$ cat src/rtl/core_pkg.sv
// Shared core definitions for the memory-port arbiter: bus widths, the
// arbiter FSM state encoding, owner encoding and request-vector bit positions.
// Build option: MEM_ARB_RR_EN selects round-robin arbitration (default: fixed
// priority, data side over fetch side).
package core_pkg;

  localparam int ADDR_W = 32;
  localparam int DATA_W = 32;
  localparam int BE_W   = DATA_W / 8;

  // Bit positions inside the two-entry request / grant vectors.
  localparam int REQ_IF = 0;
  localparam int REQ_DM = 1;

  typedef enum logic [1:0] {
    ST_IDLE = 2'd0,
    ST_REQ  = 2'd1,
    ST_RSP  = 2'd2
  } arb_state_e;

  typedef enum logic {
    OWN_IF = 1'b0,
    OWN_DM = 1'b1
  } owner_e;

  // Map a one-hot grant vector to the owner encoding (fetch when no grant).
  function automatic owner_e grant_to_owner(input logic [1:0] gnt);
    return gnt[REQ_DM] ? OWN_DM : OWN_IF;
  endfunction

endpackage

$ cat src/rtl/mem_arb_sel.sv
// Winner selection between the fetch and data requesters of the shared
// memory port. Produces a one-hot grant (or zero when nobody requests).
// Build option: MEM_ARB_RR_EN -- when defined, simultaneous requests go to the
// requester that did not win last time; otherwise the data side always wins.
module mem_arb_sel
  import core_pkg::*;
(
  input  logic [1:0] req_i,
  input  owner_e     last_gnt_i,
  output logic [1:0] gnt_o
);

  // Pick at most one requester each cycle.
  always_comb begin
    gnt_o = 2'b00;
`ifdef MEM_ARB_RR_EN
    if (req_i[REQ_IF] && req_i[REQ_DM]) begin
      if (last_gnt_i == OWN_DM) begin
        gnt_o[REQ_IF] = 1'b1;
      end else begin
        gnt_o[REQ_DM] = 1'b1;
      end
    end else begin
      gnt_o = req_i;
    end
`else
    // The load/store belongs to the older instruction, so it goes first.
    if (req_i[REQ_DM]) begin
      gnt_o[REQ_DM] = 1'b1;
    end else if (req_i[REQ_IF]) begin
      gnt_o[REQ_IF] = 1'b1;
    end
`endif
  end

`ifndef MEM_ARB_RR_EN
  // Fixed priority has no use for the history input.
  logic unused_last_gnt;
  assign unused_last_gnt = last_gnt_i;
`endif

endmodule

$ cat src/rtl/mem_port_arbiter.sv
// Shares one memory port between instruction fetch and data load/store with
// at most one outstanding transaction (IDLE -> REQ -> RSP -> IDLE).
// The winning request is captured in IDLE, presented while in REQ until the
// memory grants it, and the response is routed back to the owner in RSP.
// A response whose owner has meanwhile dropped its request (e.g. a flushed
// fetch) is silently discarded.
// Build option: MEM_ARB_RR_EN -- round-robin arbitration with a last-grant
// register; without it, fixed priority (data over fetch) and no history.
module mem_port_arbiter
  import core_pkg::*;
(
  input  logic              clk,
  input  logic              rst_n,
  // fetch side
  input  logic              if_req,
  input  logic [ADDR_W-1:0] if_addr,
  output logic [DATA_W-1:0] if_rdata,
  output logic              if_ready,
  // data side
  input  logic              dm_req,
  input  logic              dm_we,
  input  logic [ADDR_W-1:0] dm_addr,
  input  logic [DATA_W-1:0] dm_wdata,
  input  logic [BE_W-1:0]   dm_be,
  output logic [DATA_W-1:0] dm_rdata,
  output logic              dm_ready,
  // memory port
  output logic              mem_req,
  output logic              mem_we,
  output logic [ADDR_W-1:0] mem_addr,
  output logic [DATA_W-1:0] mem_wdata,
  output logic [BE_W-1:0]   mem_be,
  input  logic              mem_gnt,
  input  logic              mem_rvalid,
  input  logic [DATA_W-1:0] mem_rdata,
  // hazard unit
  output logic              stallF_arb,
  output logic              stallM_arb
);

  arb_state_e        state_q;
  owner_e            owner_q;
  logic              mem_req_q;
  logic              we_q;
  logic [ADDR_W-1:0] addr_q;
  logic [DATA_W-1:0] wdata_q;
  logic [BE_W-1:0]   be_q;

  logic [1:0]        req_vec;
  logic [1:0]        gnt;
  owner_e            last_gnt;

  owner_e            owner_d;
  logic              we_d;
  logic [ADDR_W-1:0] addr_d;
  logic [DATA_W-1:0] wdata_d;
  logic [BE_W-1:0]   be_d;

  logic              rsp_hit;

  assign req_vec = {dm_req, if_req};

`ifdef MEM_ARB_RR_EN
  owner_e last_q;
  assign last_gnt = last_q;
`else
  assign last_gnt = OWN_IF;
`endif

  mem_arb_sel u_sel (
    .req_i      (req_vec),
    .last_gnt_i (last_gnt),
    .gnt_o      (gnt)
  );

  // Fields of the winning requester; a fetch is always a full-word read.
  always_comb begin
    owner_d = grant_to_owner(gnt);
    we_d    = 1'b0;
    addr_d  = if_addr;
    wdata_d = '0;
    be_d    = '1;
    if (gnt[REQ_DM]) begin
      we_d    = dm_we;
      addr_d  = dm_addr;
      wdata_d = dm_wdata;
      be_d    = dm_be;
    end
  end

  // Transaction FSM with registered memory-port fields.
  always_ff @(posedge clk or negedge rst_n) begin
    if (!rst_n) begin
      state_q   <= ST_IDLE;
      owner_q   <= OWN_IF;
      mem_req_q <= 1'b0;
      we_q      <= 1'b0;
      addr_q    <= '0;
      wdata_q   <= '0;
      be_q      <= '0;
`ifdef MEM_ARB_RR_EN
      last_q    <= OWN_IF;
`endif
    end else begin
      case (state_q)
        ST_IDLE: begin
          if (|gnt) begin
            owner_q   <= owner_d;
            we_q      <= we_d;
            addr_q    <= addr_d;
            wdata_q   <= wdata_d;
            be_q      <= be_d;
            mem_req_q <= 1'b1;
            state_q   <= ST_REQ;
`ifdef MEM_ARB_RR_EN
            last_q    <= owner_d;
`endif
          end
        end
        ST_REQ: begin
          // Fields are held untouched until the memory accepts them.
          if (mem_gnt) begin
            mem_req_q <= 1'b0;
            state_q   <= ST_RSP;
          end
        end
        ST_RSP: begin
          if (mem_rvalid) begin
            state_q <= ST_IDLE;
          end
        end
        default: begin
          mem_req_q <= 1'b0;
          state_q   <= ST_IDLE;
        end
      endcase
    end
  end

  // Only a response in RSP counts; strays in IDLE/REQ are ignored.
  assign rsp_hit  = (state_q == ST_RSP) && mem_rvalid;
  assign if_ready = rsp_hit && (owner_q == OWN_IF) && if_req;
  assign dm_ready = rsp_hit && (owner_q == OWN_DM) && dm_req;
  assign if_rdata = if_ready ? mem_rdata : '0;
  assign dm_rdata = dm_ready ? mem_rdata : '0;

  assign mem_req   = mem_req_q;
  assign mem_we    = we_q;
  assign mem_addr  = addr_q;
  assign mem_wdata = wdata_q;
  assign mem_be    = be_q;

  assign stallF_arb = if_req & ~if_ready;
  assign stallM_arb = dm_req & ~dm_ready;

endmodule

$ cat config.mk
export PLATFORM = sky130hd
export DESIGN_NAME = mem_port_arbiter
export DESIGN_NICKNAME = d
export VERILOG_FILES = /design/src/rtl/core_pkg.sv /design/src/rtl/mem_arb_sel.sv /design/src/rtl/mem_port_arbiter.sv
export SDC_FILE = /design/constraint.sdc
export NUM_CORES = 1
export LEC_CHECK = 0
export CORE_MARGIN = 4
export CORE_UTILIZATION = 37
export CTS_CLUSTER_DIAMETER = 50
export DETAILED_ROUTE_END_ITERATION = 7
export PLACE_DENSITY = 0.95
export SYNTH_ARGS = -nofsm -noshare
export SYNTH_HDL_FRONTEND = slang
export SYNTH_SLANG_ARGS = --single-unit
$ cat constraint.sdc
create_clock -name clk -period 2.6 [get_ports clk]
set_input_delay 0.52 -clock clk [delete_from_list [all_inputs] [get_ports clk]]
set_output_delay 0.52 -clock clk [all_outputs]
set_load 0.05 [all_outputs]
Fig. 1: run 1, drive-strength map
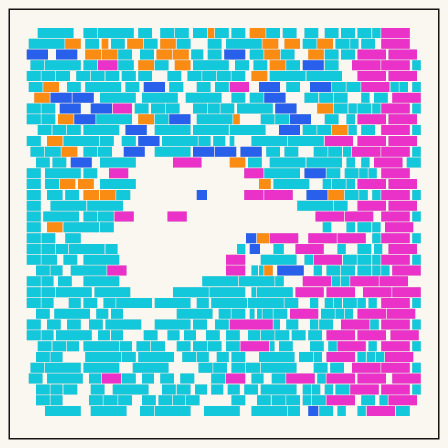
legend:
  blue:
    size: drive 3 to 4
    cells: 31
    share: 5.5%
  magenta:
    size: drive 6 and up
    cells: 87
    share: 16%
  orange:
    size: drive 2
    cells: 38
    share: 6.8%
  cyan:
    size: drive 1 or less
    cells: 403
    share: 72%

Fig. 2: run 1, ports around the boundary
Scale bar: 20 µm. Pins as bars across the die edge, other pins in grey.
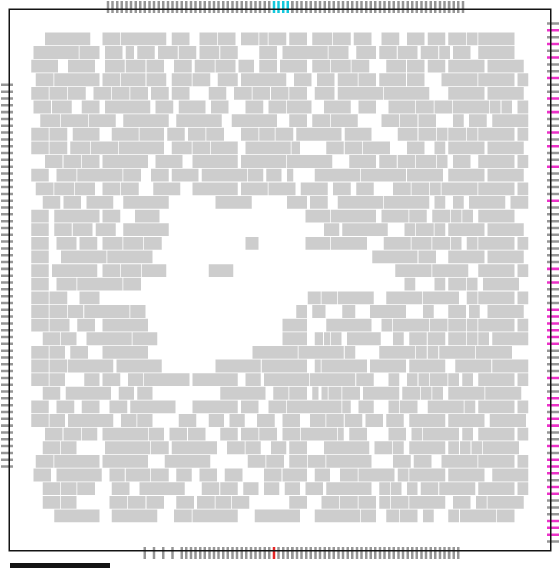
legend:
  magenta:
    port: `dm_rdata`
    pins: 32
    direction: output
    edge: right
  red:
    port: `mem_we`
    pins: 1
    direction: output
    edge: bottom
  cyan:
    port: `mem_be`
    pins: 4
    direction: output
    edge: top

==> flow_metrics.env, run 1 <==
# flow metrics
export IMPL_die_area_um2=11600
export IMPL_path_clk_slew_ns=0.07
export IMPL_p_seq_mw=2.00
export IMPL_syn_inst=288
export IMPL_slew_violations=0
export IMPL_path_depth=5
export IMPL_final_cell_area_um2=7450
export IMPL_skew_ns=0.00631
export IMPL_routed_wl_um=14200
export IMPL_io_pins=277
export IMPL_lay_top_count="clkdlybuf4s50_1"
export IMPL_crit_chain="clkdlybuf4s50_1, and4b_1, buf_12, and3_1, buf_12"
export IMPL_hpwl_um=11200
export IMPL_ys_sh_xor=0
export IMPL_drc=0
export IMPL_crit_family="buffers and inverters"
export IMPL_yosysCellCount=288
export IMPL_cts_setup_buffers=0
export IMPL_n_clock_buffer=13
export IMPL_die_y_um=108
export IMPL_inverters=0
export IMPL_period_needed_ns=2.38
export IMPL_status="finished, final reports clean"
export IMPL_combGateArea_um2=1680
export IMPL_viasPerCell=5.01
export IMPL_slew_headroom=0.612
export IMPL_gp_congestion=0.775
export IMPL_num_nets_final=694
export IMPL_power_total_mw=7.78
export IMPL_track_usage=0.238
Fig. 3: run 1, local utilization
11 x 11 tiles, from white (low) to dark blue (high), 0 to 100% covered.
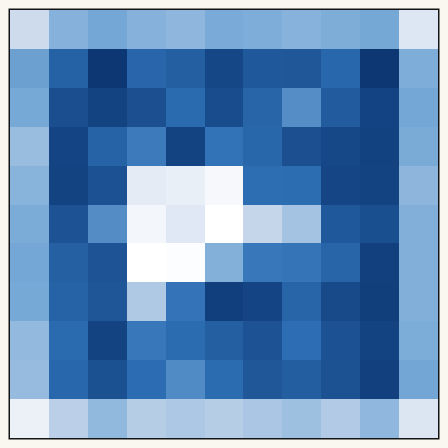
tiles over 75% full: 50%
emptiest ninth of the die: middle
fullest tile: 97%
nearly empty tiles: 2.5%
final core occ: 0.766
core area: 9730 µm²
fp util: 0.378

Fig. 4: run 1, cell placement
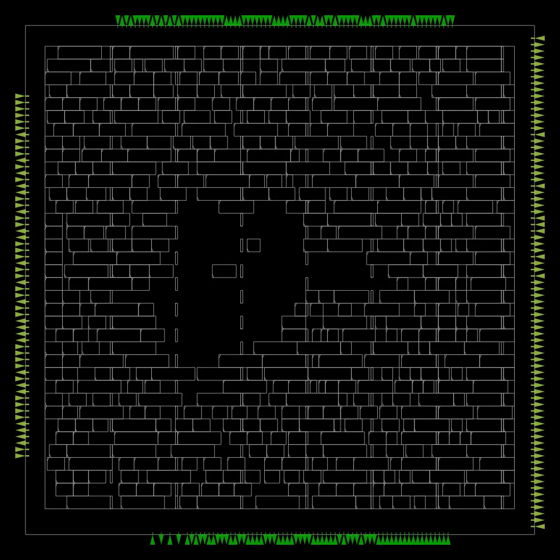
number of flip-flops and latches: 73
n_taps: 133
FP Rows: 36
Finished Layout Cells: 692

## run 1: final timing paths
| check | startpoint | end | slack, ns |
|---|---|---|---|
| max in group asynchronous | rst_n | state_q[1]$_DFFE_PN0P_ | 1.77 |
| min in group clk | mem_addr[8]$_DFFE_PN0P_ | mem_addr[8]$_DFFE_PN0P_ | 0.51 |
| hold reg to reg | mem_addr[8]$_DFFE_PN0P_ | mem_addr[8]$_DFFE_PN0P_ | 0.51 |
| hold / removal | rst_n | mem_addr[7]$_DFFE_PN0P_ | 0.17 |
| setup reg to reg | state_q[0]$_DFFE_PN0P_ | mem_addr[7]$_DFFE_PN0P_ | 0.92 |
| setup / recovery | mem_rvalid | dm_rdata[15] | 0.22 |
## run 1: cells in the mapped netlist (all sizes together)
| cell type | count | area (µm²) |
|---|---|---|
| dfrtp | 73 | 1830 |
| and3 | 64 | 400 |
| mux2 | 64 | 818 |
| a22o | 33 | 289 |
| buf | 19 | 139 |
| clkbuf | 10 | 37.5 |
| nand2 | 5 | 18.8 |
| o22a | 4 | 35.0 |
| and2 | 3 | 18.8 |
| o21ai | 3 | 18.8 |
| nor2 | 2 | 10.0 |
| nor2b | 2 | 12.5 |
| a21o | 1 | 7.51 |
| and4b | 1 | 10.0 |
| nand2b | 1 | 6.26 |
| nand3b | 1 | 7.51 |
| nor3b | 1 | 18.8 |
| o21a | 1 | 7.51 |
## run 1: layer usage
metal / vias up / global-route usage / part of all wire
met5: - / 0 / 0
met4: 0 / 0.108 / 0.033
met3: 34 / 0.0768 / 0.085
met2: 187 / 0.430 / 0.53
met1: 1660 / 0.250 / 0.35
li1: 1589 / - / -
## run 1: registers in the layout, indices dropped and copies added (netlist names)
register and flops:
mem_addr 32, mem_be 4, mem_req 1, mem_wdata 32, mem_we 1, owner_q 1
state_q 2
Fig. 5: run 1, zoomed window
Region (71, 71) to (91, 91) µm. Cells in grey, sequential cells in the stronger grey; small squares are vias.
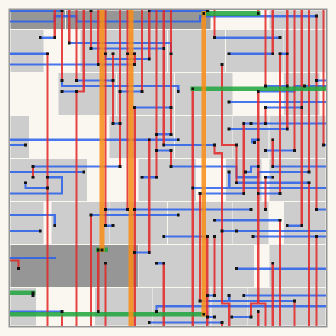

--- run 2 (diff from run 1) ---
Settings changed: ABC_AREA from default to 1.
Fig. 6: run 2, zoomed window
Region (71, 71) to (91, 91) µm. Cells in grey, sequential cells in the stronger grey; small squares are vias.
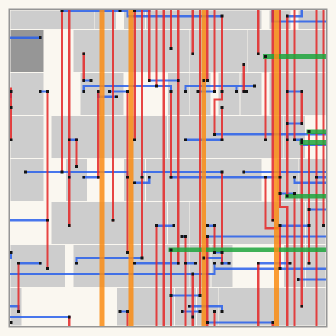
legend:
  red:
    layer: met2
  blue:
    layer: met1
  orange:
    layer: met4
  green:
    layer: met3
cells with their middle in the window: 32
sequential cells in the window: 0
most frequent: nor2_1 (10), buf_12 (8), inv_1 (7)

==> run 2 against run 1 <==
  * First-iteration DRC count is 23% higher
  * Area after synthesis is 1.1% higher
  * Sequential cell count stayed put
  * Critical path depth stayed put
  * Critical path type unchanged
==> flow_metrics.env, run 2 <==
# flow metrics
export IMPL_yosysCellCount=532
export IMPL_crit_family="buffers and inverters"
export IMPL_status="finished, final reports clean"
export IMPL_antenna_found_initial=2
export IMPL_hpwl_um=12200
export IMPL_final_util=0.756
export IMPL_top_cells_by_area="dfrtp_1 49%, nand2_1 27%, nor2_1 7.7%"
export IMPL_lay_top_count="nand2_1"
export IMPL_syn_to_final_growth_pct=98.5
export IMPL_final_cell_area_um2=7390
export IMPL_slew_violations=0
export IMPL_skew_ns=0.0197
export IMPL_wl_met1_um=5140
export IMPL_wl_met3_um=1300
export IMPL_rows=36
export IMPL_synthArstFlopShare=1.00
export IMPL_io_pins=277
export IMPL_p_seq_mw=2.03
export IMPL_top_area_frac=0.491
export IMPL_viasPerCell=4.61
export IMPL_gp_congestion=0.786
export IMPL_wl_met2_um=7900
export IMPL_track_usage=0.245
export IMPL_top_layer_used="met4"
export IMPL_die_y_um=108
export IMPL_initCoreUtil=0.381
export IMPL_die_area_um2=11700
export IMPL_synthFlopType="dfrtp_1"
export IMPL_pwr_share_comb=0.624
export IMPL_period_needed_ns=2.47
export IMPL_crit_chain="clkdlybuf4s50_1, nand4_2, buf_4, nor2_1, buf_12"
export IMPL_drc=0
export IMPL_path_clk_slew_ns=0.09
export IMPL_cts_setup_buffers=0
export IMPL_syn_inst=532
Fig. 7: run 2, cell placement
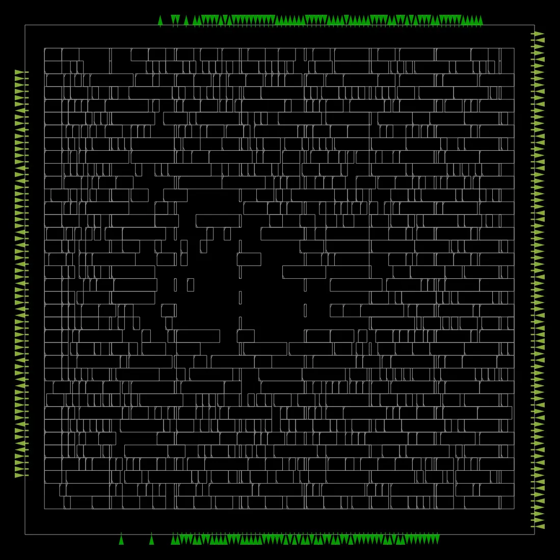
core area: 9770 µm²
sequential cell area share: 0.247

## run 2: layout make-up
class / instances / area (µm²) / share of cell area
inverter: 41 / 154 / 0.0208
multi-input combinational: 386 / 1540 / 0.208
timing repair buffer: 284 / 3500 / 0.473
tap: 133 / 166 / 0.0225
sequential: 73 / 1830 / 0.247
clock inverter: 6 / 65.1 / 0.00881
antenna: 2 / 5.00 / 0.000678
clock buffer: 10 / 138 / 0.0186
## run 2: cell families after synthesis
kind of cell,count (synthesis),synth area share
AND/OR/NAND/NOR,381,0.405
buffers and inverters,73,0.0965
flip-flops,73,0.491
AND-OR/OR-AND,5,0.00773
## run 2: metrics by stage
step                      instances  hold slack, ns  total power, mW  setup WS [ns]
final                           935           0.311             7.78          0.133
after global routing            935           0.375             8.17          0.128
after CTS                       933           0.342             7.83          0.156
after detailed placement        917           0.459             6.92          0.158
after global placement          917           0.453             6.78          0.195
after floorplan                 532           0.224             5.12          0.425
## run 2: layer usage
layer  up-vias  GRT usage
met2       199      0.462
met4         0      0.118
met3        39     0.0782
li1       2110          -
met1      1959      0.240
met5         -          0
## run 2: path summary, 6_finish.rpt
check | startpoint | to | slack [ns] | depth (start not counted)
worst max-delay path | mem_rvalid | if_rdata[31] | 0.13 | 5
worst min-delay path | rst_n | mem_wdata[4]$_DFFE_PN0P_ | 0.31 | 1
worst max register to register | state_q[0]$_DFFE_PN0P_ | mem_wdata[16]$_DFFE_PN0P_ | 1.10 | 7
worst min register to register | mem_wdata[3]$_DFFE_PN0P_ | mem_wdata[3]$_DFFE_PN0P_ | 0.48 | 2
max in group asynchronous | rst_n | state_q[0]$_DFFE_PN0P_ | 1.69 | 1
min in group clk | mem_wdata[3]$_DFFE_PN0P_ | mem_wdata[3]$_DFFE_PN0P_ | 0.48 | 2
--- run 3 (diff from run 2) ---
Settings changed: CTS_CLUSTER_SIZE from default to 20.
Fig. 8: run 3, zoomed window
Region (71, 71) to (91, 91) µm. Cells in grey, sequential cells in the stronger grey; small squares are vias.
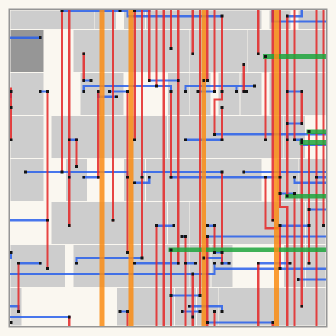
legend:
  red:
    layer: met2
  blue:
    layer: met1
  orange:
    layer: met4
  green:
    layer: met3
cells with their middle in the window: 32
most frequent: nor2_1 (10), buf_12 (8), inv_1 (7)
sequential cells in the window: 0

==> run 3 against run 2 <==
  * Global-route usage is the same
  * Non-clock buffer count is the same
  * Maximum frequency is the same
==> flow_metrics.env, run 3 <==
# flow metrics
export IMPL_track_usage=0.245
export IMPL_path_depth=5
export IMPL_top_layer_used="met4"
export IMPL_num_nets_final=934
export IMPL_status="finished, final reports clean"
export IMPL_die_y_um=108
export IMPL_n_clock_buffer=10
export IMPL_r2r_end="mem_wdata[16]$_DFFE_PN0P_"
export IMPL_flop_count=73
export IMPL_yosysCellCount=532
export IMPL_reg2regPathDepth=7
export IMPL_wl_met2_um=7900
export IMPL_routed_wl_um=15100
export IMPL_ff_latch_area_um2=1830
export IMPL_wl_met1_um=5140
export IMPL_drc=0
export IMPL_comb_cell_share=0.208
export IMPL_synthFlopType="dfrtp_1"
export IMPL_crit_start="mem_rvalid"
export IMPL_period_needed_ns=2.47
export IMPL_regToRegSetupSlack_ns=1.10
export IMPL_syn_inst=532
export IMPL_cp_endpoint="if_rdata[31]"
export IMPL_cts_setup_buffers=0
export IMPL_top_area_cell_class="buffers"
export IMPL_most_common_cell="nand2_1"
export IMPL_wl_met3_um=1300
export IMPL_die_area_um2=11700
export IMPL_yosys_top_cells_count="264 x nand2_1, 76 x nor2_1, 73 x dfrtp_1, 38 x inv_1, 35 x nand3_1"
export IMPL_crit_family="buffers and inverters"
export IMPL_crit_chain="clkdlybuf4s50_1, nand4_2, buf_4, nor2_1, buf_12"
export IMPL_tap_cells=133
export IMPL_clkCellAreaFrac=0.0274
export IMPL_edf_count=0
Fig. 9: run 3, drive-strength map
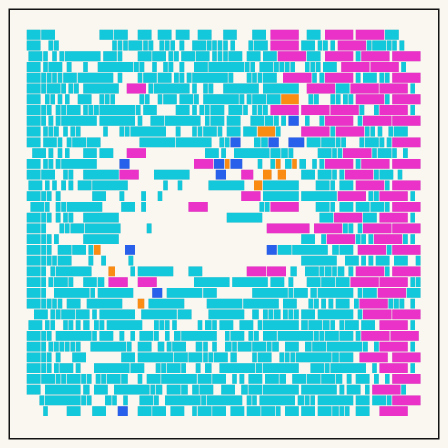
legend:
  orange:
    size: drive 2
    cells: 11
    share: 1.4%
  magenta:
    size: drive 6 and up
    cells: 80
    share: 10%
  blue:
    size: drive 3 to 4
    cells: 12
    share: 1.5%
  cyan:
    size: drive 1 or less
    cells: 697
    share: 87%
count of plain and timing-repair buffers: 284
final instance area: 7390 µm²
Layout area overhead: 98.5%
final setup margin: 0.133 ns

-- run 3: kinds of logic after synthesis --
logic type             count (synthesis)  share of synthesized area
buffers and inverters                 73                     0.0965
AOI/OAI and AO/OA                      5                    0.00773
and+or+nand+nor                      381                      0.405
DFF                                   73                      0.491
-- run 3: metrics by stage --
step / power, mW / cells / util / hold WS [ns] / setup WS [ns]
2_1_floorplan: 5.12 / 532 / - / 0.224 / 0.425
3_3_place_gp: 6.78 / 917 / 0.734 / 0.453 / 0.195
3_5_place_dp: 6.92 / 917 / 0.734 / 0.459 / 0.158
4_1_cts: 7.83 / 933 / 0.755 / 0.342 / 0.156
5_1_grt: 8.17 / 935 / 0.756 / 0.375 / 0.128
6_report: 7.78 / 935 / 0.756 / 0.311 / 0.133
-- run 3: routing by layer --
layer,track usage,vias to the layer above
met3,0.0782,39
met2,0.462,199
met5,0,-
li1,-,2110
met4,0.118,0
met1,0.240,1959
-- run 3: worst min-delay path by stage --
stage                          endpoint                startpoint  slack [ns]
6_report       mem_wdata[4]$_DFFE_PN0P_                     rst_n        0.31
3_5_place_dp   mem_wdata[3]$_DFFE_PN0P_  mem_wdata[3]$_DFFE_PN0P_        0.46
5_1_grt        mem_wdata[4]$_DFFE_PN0P_                     rst_n        0.38
3_3_place_gp   mem_wdata[6]$_DFFE_PN0P_  mem_wdata[6]$_DFFE_PN0P_        0.45
4_1_cts        mem_wdata[5]$_DFFE_PN0P_                     rst_n        0.34
2_1_floorplan   mem_addr[0]$_DFFE_PN0P_                     rst_n        0.22
-- run 3: power groups by stage --
stage	combinational, mW	sequential [mW]	clock [mW]
6_report	4.85	2.03	0.891
5_1_grt	5.11	2.10	0.965
4_1_cts	4.89	2.03	0.913
3_5_place_dp	4.88	2.04	0
3_3_place_gp	4.79	2.00	0
2_1_floorplan	1.24	3.88	0
Power figures rest on the tool's default switching activity, not on a simulated workload.
